==> images/metal_stack.png <==
Scale bar: 20 um.
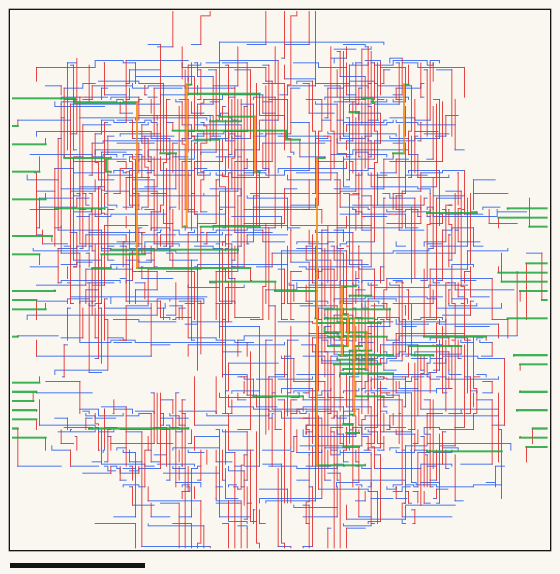
==> images/density.png <==
The die is cut into 8 by 8 equal tiles; dark blue is low, red is high, 0 to 100% covered.
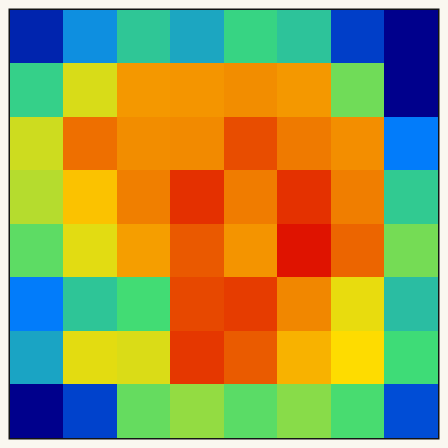
### src/rtl/hazard_ctrl.sv
// hazard_ctrl: IF/ID stall/flush, PC enable, ID/EX bubble and pipeline freeze
// for the 5-stage CPU. It resolves a multi-cycle data-memory handshake first,
// then load-use hazards, then taken branches.
//
// state  | meaning
// -------+---------------------------------------------------------------
// S_RUN  | no outstanding data-memory access
// S_WAIT | access outstanding; pipeline frozen until ack or timeout
module hazard_ctrl #(
    parameter int TIMEOUT = 64,
    parameter int CNT_W   = 16
) (
    input  logic             clk,
    input  logic             rst,
    input  logic [4:0]       id_rs,
    input  logic [4:0]       id_rt,
    input  logic             id_use_rs,
    input  logic             id_use_rt,
    input  logic             ex_memread,
    input  logic [4:0]       ex_rd,
    input  logic             id_branch_taken,
    input  logic             mem_req,
    input  logic             mem_ack,
    output logic             pc_write,
    output logic             IFstall,
    output logic             IFflush,
    output logic             idex_bubble,
    output logic             pipe_freeze,
    output logic             mem_err,
    output logic [CNT_W-1:0] stall_cnt,
    output logic [CNT_W-1:0] flush_cnt
);

    localparam logic [0:0] S_RUN  = 1'b0;
    localparam logic [0:0] S_WAIT = 1'b1;

    localparam logic [7:0]       TMO      = 8'(TIMEOUT);
    localparam logic [CNT_W-1:0] CNT_MAX  = '1;

    logic [0:0]       state_q, state_d;
    logic [7:0]       tmr_q, tmr_d;
    logic             mem_err_q, mem_err_d;
    logic [CNT_W-1:0] stall_cnt_q, stall_cnt_d;
    logic [CNT_W-1:0] flush_cnt_q, flush_cnt_d;

    logic freeze;
    logic load_use;
    logic timed_out;

    assign timed_out = (state_q == S_WAIT) && !mem_ack && (tmr_q == TMO);

    // Freeze term: a request without a same-cycle ack, or an outstanding wait
    // that has neither been acked nor reached the timeout.
    always_comb begin
        freeze = 1'b0;
        if (state_q == S_RUN) begin
            freeze = mem_req && !mem_ack;
        end else begin
            freeze = !mem_ack && (tmr_q != TMO);
        end
    end

    // Load-use term: a load in EX writing a register the ID instruction reads.
    // Register 0 is hard-wired zero so it never creates a hazard.
    always_comb begin
        load_use = ex_memread && (ex_rd != 5'd0) &&
                   ((id_use_rs && (id_rs == ex_rd)) ||
                    (id_use_rt && (id_rt == ex_rd)));
    end

    // Control decode, priority rst > freeze > load-use > branch.
    always_comb begin
        pc_write    = 1'b1;
        IFstall     = 1'b0;
        IFflush     = 1'b0;
        idex_bubble = 1'b0;
        pipe_freeze = 1'b0;
        if (rst) begin
            pc_write = 1'b0;
            IFflush  = 1'b1;
        end else if (freeze) begin
            pc_write    = 1'b0;
            IFstall     = 1'b1;
            pipe_freeze = 1'b1;
        end else if (load_use) begin
            pc_write    = 1'b0;
            IFstall     = 1'b1;
            idex_bubble = 1'b1;
        end else if (id_branch_taken) begin
            IFflush = 1'b1;
        end
    end

    // Wait FSM and timer; new requests are ignored while a wait is outstanding.
    always_comb begin
        state_d   = state_q;
        tmr_d     = tmr_q;
        mem_err_d = mem_err_q;
        case (state_q)
            S_RUN: begin
                if (mem_req && !mem_ack) begin
                    state_d = S_WAIT;
                    tmr_d   = 8'd1;
                end
            end
            S_WAIT: begin
                if (mem_ack) begin
                    state_d = S_RUN;
                    tmr_d   = 8'd0;
                end else if (timed_out) begin
                    state_d   = S_RUN;
                    tmr_d     = 8'd0;
                    mem_err_d = 1'b1;
                end else begin
                    tmr_d = tmr_q + 8'd1;
                end
            end
            default: begin
                state_d = S_RUN;
                tmr_d   = 8'd0;
            end
        endcase
    end

    // Saturating performance counters; the reset cycle is never counted
    // because the registers are cleared in that cycle anyway.
    always_comb begin
        stall_cnt_d = stall_cnt_q;
        flush_cnt_d = flush_cnt_q;
        if (IFstall && (stall_cnt_q != CNT_MAX)) begin
            stall_cnt_d = stall_cnt_q + 1'b1;
        end
        if (IFflush && (flush_cnt_q != CNT_MAX)) begin
            flush_cnt_d = flush_cnt_q + 1'b1;
        end
    end

    // State registers with synchronous reset.
    always_ff @(posedge clk) begin
        if (rst) begin
            state_q     <= S_RUN;
            tmr_q       <= 8'd0;
            mem_err_q   <= 1'b0;
            stall_cnt_q <= '0;
            flush_cnt_q <= '0;
        end else begin
            state_q     <= state_d;
            tmr_q       <= tmr_d;
            mem_err_q   <= mem_err_d;
            stall_cnt_q <= stall_cnt_d;
            flush_cnt_q <= flush_cnt_d;
        end
    end

    assign mem_err   = mem_err_q;
    assign stall_cnt = stall_cnt_q;
    assign flush_cnt = flush_cnt_q;

endmodule

### config.mk
export PLATFORM = sky130hd
export DESIGN_NAME = hazard_ctrl
export DESIGN_NICKNAME = d
export VERILOG_FILES = /design/src/rtl/hazard_ctrl.sv
export SDC_FILE = /design/constraint.sdc
export NUM_CORES = 1
export LEC_CHECK = 0
export ABC_AREA = 1
export CORE_MARGIN = 2
export CORE_UTILIZATION = 46
export DETAILED_ROUTE_END_ITERATION = 8
export PLACE_DENSITY = 0.87
export SYNTH_ARGS = -nofsm -noshare
export SYNTH_HDL_FRONTEND = slang
export SYNTH_SLANG_ARGS = --single-unit
### constraint.sdc
create_clock -name clk -period 1.8 [get_ports clk]
set_input_delay 0.54 -clock clk [delete_from_list [all_inputs] [get_ports clk]]
set_output_delay 0.54 -clock clk [all_outputs]
set_load 0.01 [all_outputs]
==> impl_metrics.ini <==
; synthesis and place-and-route metrics
[global_routing]
use_met3 = 0.0382
antenna_found_initial = 0
grt_max_degree = 21
use_met2 = 0.470
grt-ovfl-total = 0

[logic_synthesis]
largest_area_cell = dfxtp_1
synth-xor-area-share = 0.0625
yosys.area_share.aoi = 0.0864
yosysMostFrequentCell = nand2_1
ys_sh_adder = 0.0188
synthFlopType = dfxtp_1
top_area_frac = 0.316
synth_area_mm2 = 0.00266
synthTopCellsByCount = nand2_1 (117), nor2_1 (67), inv_1 (51), dfxtp_1 (42), nand3_1 (38)
ys_sh_simple = 0.420
ys_seq_share = 0.316
async_reset_ff_frac = 0
yosysWarnings = 0
netlist_instances = 422
top_cells_by_area = dfxtp_1 (32%), nand2_1 (16%), nor2_1 (9.4%)
yosysUniqueCellTypes = 31
yosys-stat-area_mm2 = 0.00266

[worst_hold_path]
whs_endpoint = tmr_q[7]$_SDFFE_PP0P_
hold_class = flip-flop to flip-flop
hp-start = tmr_q[7]$_SDFFE_PP0P_

[flow_run]
cap_viol_max_count = 0

[worst_setup_path]
timing.rr.start = tmr_q[0]$_SDFFE_PP0P_
critPathMaxStageDelay_ps = 330
critical_path_class = flip-flop to output port
cp.required_ps = 1260
cpLargestDelayFamily = buffers and inverters

[status]
outcome = complete, but fails checks
failed_checks = setup timing

[timing]
finClkSkew_ps = 14.1
slew_headroom = 0.725
drv_slew = 0
post-route-period-util = 1.25
setup_viol = 14
hold_viol = 0
fin_ws_ps = -445

[placement]
hpwl_mm = 5.29
place_inst = 585

[power]
power.switching_w = 0.000639
seqPwrFrac = 0.463
ir_drop_v = 0.000379
p_per_area_mw_per_mm2 = 517
p_leak_nw = 2.05
comb_power_share = 0.232

[cts]
cts_root_buf = clkbuf_8
cts_num_sinks = 42

[floorplan]
rows = 27
core_mm2 = 0.00554

[route]
drc = 0

[finish]
drive_above_1_share = 0.299
Notes on metal_stack.png above:
blue -> met1  # wire length 3390 um
red -> met2  # wire length 4170 um
green -> met3  # wire length 456 um
orange -> met4  # wire length 144 um
Global Route Usage Sum: 0.260
DR WL/cell: 13.4 um
vias: 3190

Notes on density.png above:
fullest tile = 98%
nearly empty tiles = 4.7%
tiles over 75% full = 42%
mean over tiles = 62%

## layout make-up
cell class                 count  area [um^2]
fill                         434         1460
sequential                    42          867
clock inverter                 2         13.8
multi-input combinational    316         1730
timing repair buffer         115         1080
clock buffer                   6         72.6
tap                           72         90.1
inverter                      58          235
## state kept, by name, indices dropped and copies added, names as in the netlist
register   cells
flush_cnt     16
mem_err        1
stall_cnt     16
state_q        1
tmr_q          8
## what timing repair did
| item | CTS | global route |
|---|---|---|
| hold buffers | 0 | 0 |
| endpoints found under the hold margin | 0 | 0 |
| gates resized | 128 | 45 |
| setup buffers | 22 | 7 |
| setup endpoints to repair | 61 | 53 |
| gates cloned | 1 | 1 |
| pin swaps | 26 | 20 |
## cells in the final DEF (no fill, tap or decap), drive strengths merged
cell	Yosys	final
o21ai	10	10
or2	1	1
nor3	7	7
o211ai	1	1
nand4	15	15
dlymetal6s2s	0	15
clkdlybuf4s50	0	12
dfxtp	42	42
nand2	122	123
nand3b	1	1
clkinv	0	2
buf	6	65
ha	4	4
nor4	1	1
nand3	40	40
a21oi	24	24
clkbuf	1	8
dlygate4sd2	0	14
xnor2	6	6
clkdlybuf4s15	0	7
nor2	68	68
inv	58	58
o21a	2	2
xor2	13	13
## routing by layer
| layer | up-vias | routed length (um) |
|---|---|---|
| li1 | 1568 | - |
| met1 | 1473 | 3390 |
| met2 | 130 | 4170 |
| met3 | 19 | 456 |
| met4 | 0 | 144 |
| met5 | - | 0 |
## power groups by stage
| stage | combinational [W] | sequential [W] | clock [W] |
|---|---|---|---|
| floorplan | 0.000178 | 0.00101 | 0 |
| global placement | 0.000387 | 0.000994 | 0 |
| detailed placement | 0.000400 | 0.000996 | 0 |
| CTS | 0.000459 | 0.000977 | 0.000644 |
| global route | 0.000532 | 0.000980 | 0.000687 |
| finish | 0.000489 | 0.000978 | 0.000644 |
## through the flow
| step | hold WS [ps] | total power, W | setup TNS (ps) | instance area, um^2 |
|---|---|---|---|---|
| 3_3_place_gp | 447 | 0.00138 | -23940 | 3640 |
| 5_1_grt | 511 | 0.00220 | -5350 | 4080 |
| 3_5_place_dp | 453 | 0.00140 | -25660 | 3640 |
| 6_report | 468 | 0.00211 | -2810 | 4080 |
| 2_1_floorplan | 439 | 0.00119 | -19.6 | 2700 |
| 4_1_cts | 466 | 0.00208 | -3210 | 3980 |
## cells by family after synthesis
logic type,count (synthesis)
flops,42
xor+xnor,19
fa+ha+maj,4
simple gates,255
compound gates,37
buf+inv,65
## how the worst max path moves through the flow
| stage | cells past startpoint | startpoint | slack, ps | endpoint |
|---|---|---|---|---|
| 2_1_floorplan | 9 | id_rs[2] | -20 | IFstall |
| 3_3_place_gp | 10 | ex_rd[2] | -1160 | idex_bubble |
| 3_5_place_dp | 10 | ex_rd[2] | -1180 | idex_bubble |
| 4_1_cts | 12 | tmr_q[1]$_SDFFE_PP0P_ | -450 | pc_write |
| 5_1_grt | 12 | tmr_q[0]$_SDFFE_PP0P_ | -530 | IFflush |
| 6_report | 11 | tmr_q[0]$_SDFFE_PP0P_ | -450 | idex_bubble |
Power figures rest on the tool's default switching activity, not on a simulated workload.
